**src/rtl/i2c_pkg.sv**
```systemverilog
// Shared types for the I2C bit engine: the command encoding and the FSM state set.
package i2c_pkg;

  typedef enum logic [2:0] {
    START_CMD   = 3'd0,
    WR_CMD      = 3'd1,
    RD_CMD      = 3'd2,
    STOP_CMD    = 3'd3,
    RESTART_CMD = 3'd4
  } i2c_cmd_t;

  typedef enum logic [3:0] {
    StIdle, StHold, StStart1, StStart2, StRs1, StRs2,
    StData1, StData2, StData3, StData4, StStop1, StStop2, StStop3
  } i2c_state_e;

endpackage

```
**src/rtl/i2c_bit_engine.sv**
```systemverilog
// I2C master bit engine: generates START/RESTART/STOP conditions and 9-bit byte transfers,
// with every SCL phase lasting a programmable number of clock cycles.
module i2c_bit_engine
  import i2c_pkg::*;
#(
  parameter int unsigned DVSR_WIDTH = 16,
  parameter int unsigned DATA_BITS  = 8
) (
  input  logic                  clk,
  input  logic                  rst,
  input  i2c_cmd_t              cmd,
  input  logic                  cmd_valid,
  input  logic [DATA_BITS-1:0]  din,
  input  logic [DVSR_WIDTH-1:0] dvsr,
  input  logic                  en_ack,
  input  logic                  sda_i,
  output logic                  scl_o,
  output logic                  sda_o,
  output logic                  ready,
  output logic                  done_tick,
  output logic                  ack,
  output logic [DATA_BITS-1:0]  dout,
  output logic                  bus_busy
);

  localparam int unsigned BitW = $clog2(DATA_BITS + 1);
  localparam logic [BitW-1:0] LastBit = BitW'(DATA_BITS);
  localparam logic [BitW-1:0] BitOne = BitW'(1);
  localparam logic [DVSR_WIDTH-1:0] QOne = DVSR_WIDTH'(1);

  i2c_state_e             r_state;
  logic [DVSR_WIDTH-1:0]  r_cnt, r_q;
  logic [BitW-1:0]        r_bit;
  logic [DATA_BITS-1:0]   r_shift, r_dout;
  logic                   r_is_rd, r_en_ack, r_ack_smp, r_ack;
  logic                   r_scl, r_sda, r_done, r_busy;

  logic                   w_accept, w_phase_end;
  logic [DVSR_WIDTH-1:0]  w_q;
  logic [BitW-1:0]        w_bit_nxt;

  // Bit index LastBit is the ACK slot; the rest carry data.
  function automatic logic tx_bit(input logic is_rd, input logic ea,
                                  input logic [BitW-1:0] idx, input logic msb);
    if (idx == LastBit) return is_rd ? ~ea : 1'b1;
    return is_rd ? 1'b1 : msb;
  endfunction

  assign ready       = (r_state == StIdle) || (r_state == StHold);
  assign w_accept    = cmd_valid & ready;
  assign w_q         = (dvsr == '0) ? QOne : dvsr;
  assign w_phase_end = (r_cnt == r_q - QOne);
  assign w_bit_nxt   = r_bit + BitOne;

  always_ff @(posedge clk) begin
    if (rst) begin
      r_state   <= StIdle;
      r_cnt     <= '0;
      r_q       <= QOne;
      r_bit     <= '0;
      r_shift   <= '0;
      r_dout    <= '0;
      r_is_rd   <= 1'b0;
      r_en_ack  <= 1'b0;
      r_ack_smp <= 1'b0;
      r_ack     <= 1'b0;
      r_scl     <= 1'b1;
      r_sda     <= 1'b1;
      r_done    <= 1'b0;
      r_busy    <= 1'b0;
    end else begin
      r_done <= 1'b0;
      case (r_state)
        StIdle: begin
          if (w_accept && cmd == START_CMD) begin
            r_q     <= w_q;
            r_cnt   <= '0;
            r_state <= StStart1;
            r_scl   <= 1'b1;
            r_sda   <= 1'b0;
          end
        end
        StHold: begin
          if (w_accept) begin
            r_q      <= w_q;
            r_cnt    <= '0;
            r_en_ack <= en_ack;
            r_is_rd  <= (cmd == RD_CMD);
            case (cmd)
              START_CMD, RESTART_CMD: begin
                r_state <= StRs1;
                r_scl   <= 1'b0;
                r_sda   <= 1'b1;
              end
              WR_CMD, RD_CMD: begin
                r_state <= StData1;
                r_bit   <= '0;
                r_shift <= din;
                r_scl   <= 1'b0;
                r_sda   <= tx_bit(cmd == RD_CMD, en_ack, '0, din[DATA_BITS-1]);
              end
              STOP_CMD: begin
                r_state <= StStop1;
                r_scl   <= 1'b0;
                r_sda   <= 1'b0;
              end
              default: ;
            endcase
          end
        end
        default: begin
          if (!w_phase_end) begin
            r_cnt <= r_cnt + QOne;
          end else begin
            r_cnt <= '0;
            case (r_state)
              StStart1: begin
                r_state <= StStart2;
                r_scl   <= 1'b0;
                r_sda   <= 1'b0;
              end
              StStart2: begin
                r_state <= StHold;
                r_done  <= 1'b1;
                r_busy  <= 1'b1;
              end
              StRs1: begin
                r_state <= StRs2;
                r_scl   <= 1'b1;
              end
              StRs2: begin
                r_state <= StStart1;
                r_sda   <= 1'b0;
              end
              StData1: begin
                r_state <= StData2;
                r_scl   <= 1'b1;
              end
              StData2: begin
                // Sample in the middle of SCL high; shifting also exposes the next TX bit.
                r_state <= StData3;
                if (r_bit == LastBit) r_ack_smp <= ~sda_i;
                else r_shift <= {r_shift[DATA_BITS-2:0], sda_i};
              end
              StData3: begin
                r_state <= StData4;
                r_scl   <= 1'b0;
              end
              StData4: begin
                if (r_bit == LastBit) begin
                  r_state <= StHold;
                  r_sda   <= 1'b0;
                  r_done  <= 1'b1;
                  if (r_is_rd) r_dout <= r_shift;
                  else r_ack <= r_ack_smp;
                end else begin
                  r_state <= StData1;
                  r_bit   <= w_bit_nxt;
                  r_sda   <= tx_bit(r_is_rd, r_en_ack, w_bit_nxt, r_shift[DATA_BITS-1]);
                end
              end
              StStop1: begin
                r_state <= StStop2;
                r_scl   <= 1'b1;
              end
              StStop2: begin
                r_state <= StStop3;
                r_sda   <= 1'b1;
              end
              StStop3: begin
                r_state <= StIdle;
                r_done  <= 1'b1;
                r_busy  <= 1'b0;
              end
              default: r_state <= StIdle;
            endcase
          end
        end
      endcase
    end
  end

  assign scl_o     = r_scl;
  assign sda_o     = r_sda;
  assign done_tick = r_done;
  assign ack       = r_ack;
  assign dout      = r_dout;
  assign bus_busy  = r_busy;

endmodule

```
**config.mk**
```make
export PLATFORM = sky130hd
export DESIGN_NAME = i2c_bit_engine
export DESIGN_NICKNAME = d
export VERILOG_FILES = /design/src/rtl/i2c_pkg.sv /design/src/rtl/i2c_bit_engine.sv
export SDC_FILE = /design/constraint.sdc
export NUM_CORES = 1
export LEC_CHECK = 0
export ABC_AREA = 1
export CORE_AREA = 3 3 86 88
export CTS_CLUSTER_SIZE = 10
export DETAILED_ROUTE_END_ITERATION = 8
export DIE_AREA = 0 0 89 91
export GPL_TIMING_DRIVEN = 0
export PLACE_DENSITY_LB_ADDON = 0.15
export SLEW_MARGIN = 20
export SYNTH_ARGS = -nofsm -noshare
export SYNTH_HDL_FRONTEND = slang
export SYNTH_SLANG_ARGS = --single-unit
```
**constraint.sdc**
```tcl
create_clock -name clk -period 3.75 [get_ports clk]
set_input_delay 0.75 -clock clk [delete_from_list [all_inputs] [get_ports clk]]
set_output_delay 0.75 -clock clk [all_outputs]
set_load 0.01 [all_outputs]
```
**Clock network drawn from the DEF**

Bar = 20 um.
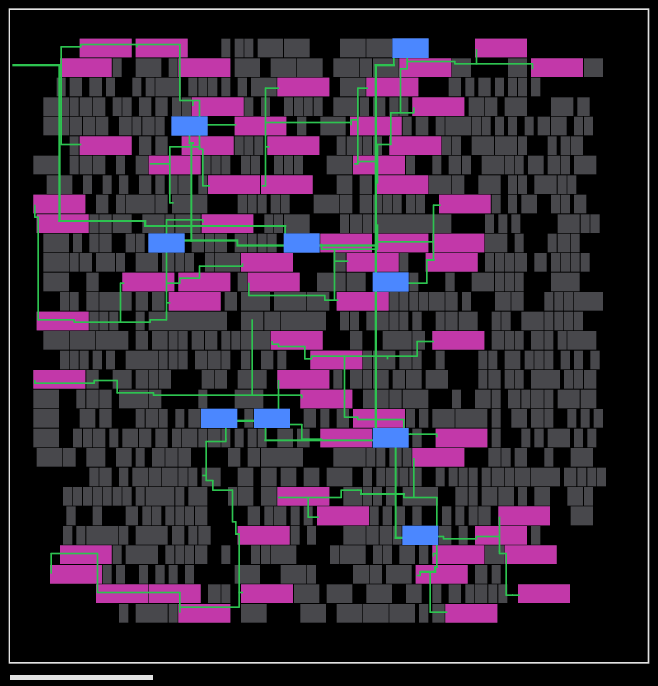
Key: blue = clock-net drivers [count 9]; green = clock wires [length 801 um]; magenta = flip-flops [count 64]
There are 10 routed clock nets.

==> run summary <==
Here are the numbers from the latest Yosys + OpenROAD run.

The flow ran to the end, and the final reports show no timing, DRC or antenna violations. During placement, the flow inserted port buffers numbering 45. The remaining global-route overflow is 0. The initial antenna violation count came out at 0. The combined area of all synthesized cells came out at 0.004038 sq mm. The number of multi-input logic gates came out at 471. For reference, the final report shows the hold violation count at 0. The routed length on met2 is approximately 5300 um. For the worst-skew pair, the clock arrives at the later sink with an insertion delay of 0.35 ns.

Per the cell usage report, the commonest logic cells after layout are nand2_1 (162), nor2_1 (82), inv_1 (71). The final routed DRC violation total is 0. Signal routing reaches up to met4. According to the finish report, the design has a final net count of ~700.

The number of unique standard cell types used by synthesis is about 40. The timing report gives the worst reg2reg path a setup slack of around 1.3 ns. Looking at the reg2reg group, the worst path starts from r_q[0]. The core utilization before placement is 0.6009.

The half-perimeter wire length after detailed placement came out at between 7000 and 8000 um. The largest voltage drop on the vdd net came out at 0.4193 mV. The worst register-to-register path ends at r_cnt[11]. Per the hold report, the tightest min-delay path originates at bus_busy. The clock tree skew after final layout came out at about 0.0076 ns. The proportion of cell area spent on the clock network came out at 0.04901.

The most critical setup path has its endpoint at ready. Clock tree synthesis selected as its root buffer the cell clkbuf_8. The via density per instance came out at 5.562. The peak per-stage delay on the critical path is 0.55 ns. The buffer count from post-CTS setup fixing is 0.

The power report puts the leakage power at 0.002052 uW. The via count came out at 4,249. The Yosys chip area is 0.004038 sq mm. The fraction of layout cells with a size suffix above 1 came out at 0.08626. The synthesized design spends more area on one cell type than any other, namely dfxtp_1.
**Supply network**

Pins as bars on the die edge. Tap cells in gray.
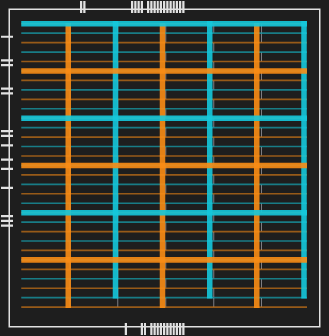
Key: orange = VSS; cyan = VDD
6 straps on met5. 80 tap cells.
core box area: 0.006719 sq mm
Die Wd: 89 um

-- report_power, final --
part	total, uW	internal, uW	switching (uW)	leakage [uW]
Clock	701	415	285	0.000117
Combinational	1570	534	1040	0.00142
Sequential	833	750	82.5	0.000518
-- metrics by stage --
step	area, sq um	std cells	util	setup WS (ns)
floorplan	4038	623	-	1.697
global placement	4588	748	0.6829	0.9520
detailed placement	4588	748	0.6829	0.9047
CTS	4825	764	0.7181	1.048
global route	4825	764	0.7181	0.9643
finish	4825	764	0.7181	1.057
-- state kept, by name, indices dropped and copies added (netlist names) --
signal	count
r_is_rd	1
r_bit	4
dout	8
r_q	16
r_en_ack	1
r_state	4
ack	1
bus_busy	1
r_cnt	16
r_ack_smp	1
sda_o	1
done_tick	1
r_shift	8
scl_o	1
Power figures rest on the tool's default switching activity, not on a simulated workload.
